===== config.mk =====
export PLATFORM = sky130hd
export DESIGN_NAME = step_tick_gen
export DESIGN_NICKNAME = d
export VERILOG_FILES = /design/src/rtl/tick_pkg.sv /design/src/rtl/btn_debounce.sv /design/src/rtl/step_tick_gen.sv
export SDC_FILE = /design/constraint.sdc
export NUM_CORES = 1
export LEC_CHECK = 0
export ABC_AREA = 1
export CORE_UTILIZATION = 57
export DETAILED_ROUTE_END_ITERATION = 7
export GPL_TIMING_DRIVEN = 0
export PLACE_DENSITY = 0.77
export SYNTH_ARGS = -nofsm -noshare
export SYNTH_HDL_FRONTEND = slang
export SYNTH_SLANG_ARGS = --single-unit

===== constraint.sdc =====
create_clock -name clk_i -period 2.4 [get_ports clk_i]
set_clock_uncertainty 0.15 [all_clocks]
set_input_delay 0.72 -clock clk_i [delete_from_list [all_inputs] [get_ports clk_i]]
set_output_delay 0.72 -clock clk_i [all_outputs]
set_load 0.05 [all_outputs]

===== src/rtl/tick_pkg.sv =====
// Shared types and width helpers for the step-rate generator and its consumers.
package tick_pkg;

  localparam int unsigned SPEED_W_MAX = 5;

  // Wide enough for every usable speed level of a 32-bit base period.
  typedef logic [SPEED_W_MAX-1:0] speed_t;

  function automatic int unsigned speed_w(input int unsigned n);
    return $clog2(n);
  endfunction

  function automatic int unsigned count_w(input int unsigned n);
    return $clog2(n + 32'd1);
  endfunction

endpackage


===== src/rtl/btn_debounce.sv =====
// Raw push-button conditioner: 2-FF synchronizer, level debouncer and a
// single-cycle press pulse on each accepted 0->1 transition.
module btn_debounce
  import tick_pkg::*;
#(
  parameter int unsigned DEBOUNCE_CYCLES = 500_000
) (
  input  logic clk,
  input  logic rst,
  input  logic btn,
  output logic press
);

  localparam int unsigned CW = count_w(DEBOUNCE_CYCLES);
  localparam logic [CW-1:0] CNT_LAST = CW'(DEBOUNCE_CYCLES - 32'd1);
  localparam logic [CW-1:0] CNT_ONE = CW'(32'd1);
  localparam logic [CW-1:0] CNT_ZERO = CW'(32'd0);

  logic          sync1_r;
  logic          sync2_r;
  logic          stable_r;
  logic          press_r;
  logic [CW-1:0] cnt_r;

  // Two-flop synchronizer for the asynchronous button input
  always_ff @(posedge clk) begin
    if (rst) begin
      sync1_r <= 1'b0;
      sync2_r <= 1'b0;
    end else begin
      sync1_r <= btn;
      sync2_r <= sync1_r;
    end
  end

  // Accept a new level only after it has differed for the full debounce window
  always_ff @(posedge clk) begin
    if (rst) begin
      stable_r <= 1'b0;
      cnt_r    <= CNT_ZERO;
      press_r  <= 1'b0;
    end else if (sync2_r == stable_r) begin
      cnt_r    <= CNT_ZERO;
      press_r  <= 1'b0;
    end else if (cnt_r == CNT_LAST) begin
      stable_r <= sync2_r;
      cnt_r    <= CNT_ZERO;
      press_r  <= sync2_r;
    end else begin
      cnt_r    <= cnt_r + CNT_ONE;
      press_r  <= 1'b0;
    end
  end

  assign press = press_r;

endmodule


===== src/rtl/step_tick_gen.sv =====
// Programmable step-pulse generator: binary-scaled prescaler whose rate and
// run/pause state are driven by three debounced push-buttons.
module step_tick_gen
  import tick_pkg::*;
#(
  parameter int unsigned BASE_PERIOD     = 25_000_000,
  parameter int unsigned NUM_SPEEDS      = 6,
  parameter int unsigned RESET_SPEED     = 0,
  parameter int unsigned DEBOUNCE_CYCLES = 500_000
) (
  input  logic                           clk_i,
  input  logic                           rst_i,
  input  logic                           faster_i,
  input  logic                           slower_i,
  input  logic                           pause_i,
  output logic                           overflow_o,
  output logic [speed_w(NUM_SPEEDS)-1:0] speed_o,
  output logic                           running_o
);

  localparam int unsigned SW = speed_w(NUM_SPEEDS);
  localparam int unsigned CW = $clog2(BASE_PERIOD);
  localparam logic [SW-1:0] SPEED_MAX = SW'(NUM_SPEEDS - 32'd1);
  localparam logic [SW-1:0] SPEED_RST = SW'(RESET_SPEED);
  localparam logic [SW-1:0] SPEED_ZERO = SW'(32'd0);
  localparam logic [SW-1:0] SPEED_ONE = SW'(32'd1);
  localparam logic [31:0] BASE = 32'(BASE_PERIOD);
  localparam logic [CW-1:0] CNT_ZERO = CW'(32'd0);
  localparam logic [CW-1:0] CNT_ONE = CW'(32'd1);

  logic          faster_press;
  logic          slower_press;
  logic          pause_press;

  logic [SW-1:0] speed_r;
  logic [SW-1:0] speed_n;
  logic          running_r;
  logic          running_n;
  logic          ovf_r;
  logic          ovf_n;
  logic [CW-1:0] cnt_r;
  logic [CW-1:0] cnt_n;

  speed_t        speed_ext;
  logic [31:0]   period_s;
  logic [CW-1:0] terminal_s;
  logic          up_s;
  logic          down_s;

  btn_debounce #(.DEBOUNCE_CYCLES(DEBOUNCE_CYCLES)) u_faster (
    .clk   (clk_i),
    .rst   (rst_i),
    .btn   (faster_i),
    .press (faster_press)
  );

  btn_debounce #(.DEBOUNCE_CYCLES(DEBOUNCE_CYCLES)) u_slower (
    .clk   (clk_i),
    .rst   (rst_i),
    .btn   (slower_i),
    .press (slower_press)
  );

  btn_debounce #(.DEBOUNCE_CYCLES(DEBOUNCE_CYCLES)) u_pause (
    .clk   (clk_i),
    .rst   (rst_i),
    .btn   (pause_i),
    .press (pause_press)
  );

  assign speed_ext = speed_t'(speed_r);

  // Period by shift; a press only counts when it actually moves the speed
  always_comb begin
    period_s   = BASE >> speed_ext;
    terminal_s = CW'(period_s - 32'd1);
    up_s       = faster_press & ~slower_press & (speed_r != SPEED_MAX);
    down_s     = slower_press & ~faster_press & (speed_r != SPEED_ZERO);
  end

  // Next state, priority: speed change, then pause toggle, then counting
  always_comb begin
    speed_n   = speed_r;
    running_n = running_r;
    cnt_n     = cnt_r;
    ovf_n     = 1'b0;
    if (up_s) begin
      speed_n = speed_r + SPEED_ONE;
      cnt_n   = CNT_ZERO;
    end else if (down_s) begin
      speed_n = speed_r - SPEED_ONE;
      cnt_n   = CNT_ZERO;
    end else if (pause_press) begin
      running_n = ~running_r;
    end else if (running_r) begin
      if (cnt_r == terminal_s) begin
        cnt_n = CNT_ZERO;
        ovf_n = 1'b1;
      end else begin
        cnt_n = cnt_r + CNT_ONE;
      end
    end else begin
      cnt_n = cnt_r;
    end
  end

  // State registers with synchronous reset
  always_ff @(posedge clk_i) begin
    if (rst_i) begin
      speed_r   <= SPEED_RST;
      running_r <= 1'b1;
      cnt_r     <= CNT_ZERO;
      ovf_r     <= 1'b0;
    end else begin
      speed_r   <= speed_n;
      running_r <= running_n;
      cnt_r     <= cnt_n;
      ovf_r     <= ovf_n;
    end
  end

  assign overflow_o = ovf_r;
  assign speed_o    = speed_r;
  assign running_o  = running_r;

endmodule


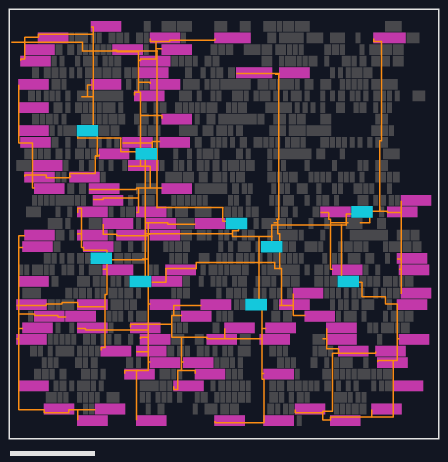
Fig. 1. Clock network drawn from the DEF.
The bar under the picture is 20 um long.
legend:
  orange:
    item: clock wires
    length: 1,180 um
  magenta:
    item: flip-flops
    count: 99
  cyan:
    item: cells driving clock nets
    count: 9
routed clock nets: 10
flops lie: spread over the die

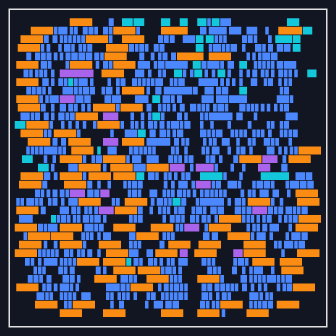
Fig. 2. Placement by cell class.
legend:
  cyan:
    class: other buffers and delay cells
    cells: 35
    share_of_their_area: 5.1%
  purple:
    class: clock drivers and dummy loads
    cells: 16
    share_of_their_area: 3.6%
  blue:
    class: all other logic
    cells: 728
    share_of_their_area: 59%
  orange:
    class: flip-flops
    cells: 99
    share_of_their_area: 33%

==> run_results.csv <==
group,metric,value,unit
finish,comb_area_share,48.4,%
pwr,power.density,466,mW/mm2
grt,antenna_found_initial,0,
finish,diodes,0,
detailed_routing,drtPass1Iterations,5,
clock_network,cts_tree,"done",
setup_path,crit_type,"reg2out",
finish,n_all_buffers,35,
synth,ys.flop_type,"dfxtp_1",
detailed_routing,antenna_left,0,
setup_path,cp_slowest_cell,"clkdlybuf4s50_1",
die,io_pins,10,
finish,ff_latch_area,0.00199,mm2
detailed_routing,wl_met2,6.25,mm
final_timing,finalHoldViolations,0,
detailed_routing,via_per_inst,5.26,
die,taps,129,
synth,synth.top_cell.area_share,35.9,%
setup_path,path_buffers,1,
synth,async_reset_ff_share,0,%
die,rows,35,
grt,grt_max_degree,19,
clock_network,cts_sinks,99,
placed_design,dp_hpwl,9.90,mm
finish,seq_area_share,31.9,%
synth,top_cells_by_area,"dfxtp_1 36%, nand2_1 15%, inv_1 8.9%",
finish,drive_gt1_share,11.7,%
grt,grt-ovfl-total,0,
min_path,hp-class,"reg2reg",
synth,syn_nets,847,
finish,buffer_area_share,4.97,%
placed_design,place_area,0.00578,mm2
setup_path,max_stage_delay,0.79,ns
detailed_routing,finalWirelength,13.4,mm
placed_design,port_buffers,9,
finish,syn_to_final_growth,13.2,%
finish,ff_count,99,
detailed_routing,drc,0,
clock_network,clk_pin_slew,0.10,ns
detailed_routing,m1WireLength,5.75,mm
detailed_routing,routed-via-count,5301,
setup_path,path_cells,"clkdlybuf4s50_1",
placed_design,place_ws,-0.375,ns
finish,inv_count,138,
synth,syn_avg_cell_area,6.60,um2
detailed_routing,dr_wl_met3,798,um
final_timing,fmax,427,MHz
die,die_h,100,um
synth,yosys_area,0.00552,mm2
clock_network,cts-root-buf,"clkbuf_8",
detailed_routing,drt_iter0_markers,362,
die,die_w,100,um
final_timing,period_used_share,97.6,%
grt,grt.total_usage,28.1,%
synth,ys_ff,99,
synth,top_area_cell,"dfxtp_1",
setup_path,crit_fanout,1,
setup_path,cp.arrival,1.47,ns
clock_network,clock_path_buffers,2,
final_timing,setup_viol,0,
final_timing,slew_viol_final,0,
pwr,ir_drop,0.434,mV
detailed_routing,highest_layer,"met4",
synth,ys_cells,836,
synth,syn_area,0.00552,mm2
placed_design,gp_congestion,0.926,
clock_network,cts-htree-levels,3,
finish,nNetsFinal,884,
finish,fillerInstances,844,
finish,nMultiInputCombCells,590,
setup_path,cp_top_family,"buffers and inverters",
synth,synth_warnings,0,
die,core,0.00933,mm2
synth,synth.distinct_cells,42,
finish,largestClassByArea,"logic gates",
finish,final_area,0.00625,mm2
job,warning_count,27,
synth,edf_count,0,
detailed_routing,wl_per_cell,13.3,um
synth,ys_seq_share,35.9,%
final_timing,worst_slew_pin_slew,0.502,ns
pwr,power.leakage,0.00260,uW
job,maxCapViolations,0,
final_timing,setup_ws,0.0566,ns
setup_path,cp-end-kind,"output port",
grt,grt_pass1_vias,4923,
status,status,"finished, final reports clean",
setup_path,cp.required,1.53,ns
synth,syn-instance-count,836,
finish,logic_area,0.00302,mm2
final_timing,relSlewSlack,66.2,%
final_timing,post-route-min-period,2.34,ns
finish,final_util,67.0,%
final_timing,grt_setup_unrepaired,"true",
setup_path,critPathLaunchType,"flop",
grt,grt_first_pass_wirelength,22.3,mm
die,fp_util,59.2,%
finish,clock_cell_area_share,3.53,%
die,dieArea,0.0101,mm2
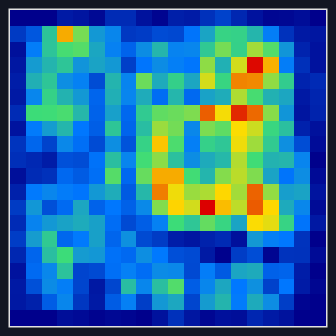
Fig. 3. Wire density map.
The die is cut into 20 by 20 equal tiles; dark blue is low, red is high, scaled to the fullest tile. Values are wire area over tile area, all layers added.
densest ninth of the die: middle
tiles over half the peak: 18%
nearly empty tiles: 6.5%
fullest tile: 0.73
emptiest ninth of the die: bottom right

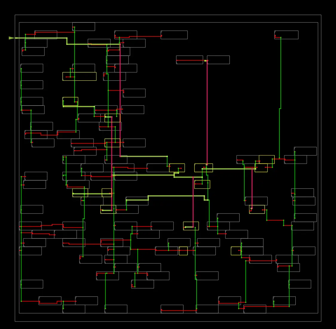
Fig. 4. Clock wiring as the flow saved it.
# clk buffers: 10
total CTS buffers: 9
insertion delay at the late pin of the worst-skew pair: 0.37 ns

power by group:
part | switching (uW) | internal [uW] | leakage [uW]
Combinational | 49.0 | 33.5 | 0.00169
Clock | 634 | 532 | 0.000108
Sequential | 9.30 | 1650 | 0.000801
Total | 692 | 2220 | 0.00260
path summary, 6_finish.rpt:
kind,from,end,slack (ns),depth (start not counted)
max,overflow_o,overflow_o,0.06,1
min,u_slower.sync1_r,u_slower.sync2_r,0.27,2
max reg2reg,speed_o[2],cnt_r[15],0.08,17
min reg2reg,u_slower.sync1_r,u_slower.sync2_r,0.27,2
metal layers:
metal | vias to the layer above | GRT usage [%]
met5 | - | 0
met4 | 0 | 13.2
met3 | 42 | 5.36
met2 | 164 | 47.6
met1 | 2387 | 34.3
li1 | 2708 | -
state kept, by name, summed over array words and instances, names as in the netlist:
signal	count
cnt_r	25
overflow_o	1
running_o	1
speed_o	3
u_faster.cnt_r	19
u_faster.press	1
u_faster.stable_r	1
u_faster.sync1_r	1
u_faster.sync2_r	1
u_pause.cnt_r	19
u_pause.press	1
u_pause.stable_r	1
u_pause.sync1_r	1
u_pause.sync2_r	1
u_slower.cnt_r	19
u_slower.press	1
u_slower.stable_r	1
u_slower.sync1_r	1
u_slower.sync2_r	1
cell families after synthesis:
group                    count (synthesis)  synth area share (%)
AND-OR/OR-AND                           59                  5.74
flip-flops                              99                  35.9
adder cells (fa/ha/maj)                  6                  1.50
AND/OR/NAND/NOR                        494                  40.8
XOR/XNOR                                30                  4.76
buffers and inverters                  148                  11.3
layout by cell type, fill, tap and decap left out, types with 5 or more instances in the layout:
master / instances
a21oi_1: 33
buf_4: 18
clkbuf_8: 10
clkdlybuf4s50_1: 5
dfxtp_1: 96
inv_1: 129
nand2_1: 216
nand2_2: 9
nand2_4: 6
nand3_1: 53
nand3b_1: 7
nand4_1: 25
nor2_1: 104
nor2_2: 19
nor2_4: 5
nor3_1: 22
nor3b_1: 5
nor4_1: 12
o21ai_0: 19
xnor2_1: 9
xor2_1: 21
timing repair:
item	CTS	global route
cloned	1	1
hold buffers	0	0
hold endpoints to repair	0	0
resized	13	21
setup endpoints to repair	26	38
setup buffers	6	11
pin swaps	7	11
cells in the mapped netlist (2+ instances only):
library cell  instances
o21ai_1               2
inv_2                 3
nand4_1              25
nand2_4               4
a21oi_1              33
or2_2                 2
nor3_1               23
nor2_4                4
xor2_1               21
nand3_1              55
o21ai_0              19
buf_6                 3
nor4_1               13
nor3b_1               5
ha_1                  5
nand2_2               9
inv_4                 2
nor2_2               14
buf_2                 3
nor2_1              110
nand3b_1              7
inv_1               131
dfxtp_1              99
xnor2_1               9
nand2_1             218
per-stage QoR:
step | power [uW] | hold WS (ns) | std cells | setup TNS (ns)
after floorplan | 1750 | 0.238 | 836 | 0
after global placement | 1770 | 0.240 | 974 | -7.63
after detailed placement | 1770 | 0.250 | 974 | -8.10
after CTS | 2930 | 0.273 | 997 | 0
after global routing | 3000 | 0.293 | 1007 | -0.506
final | 2910 | 0.270 | 1007 | 0
Power is estimated from default activity; no workload was simulated.
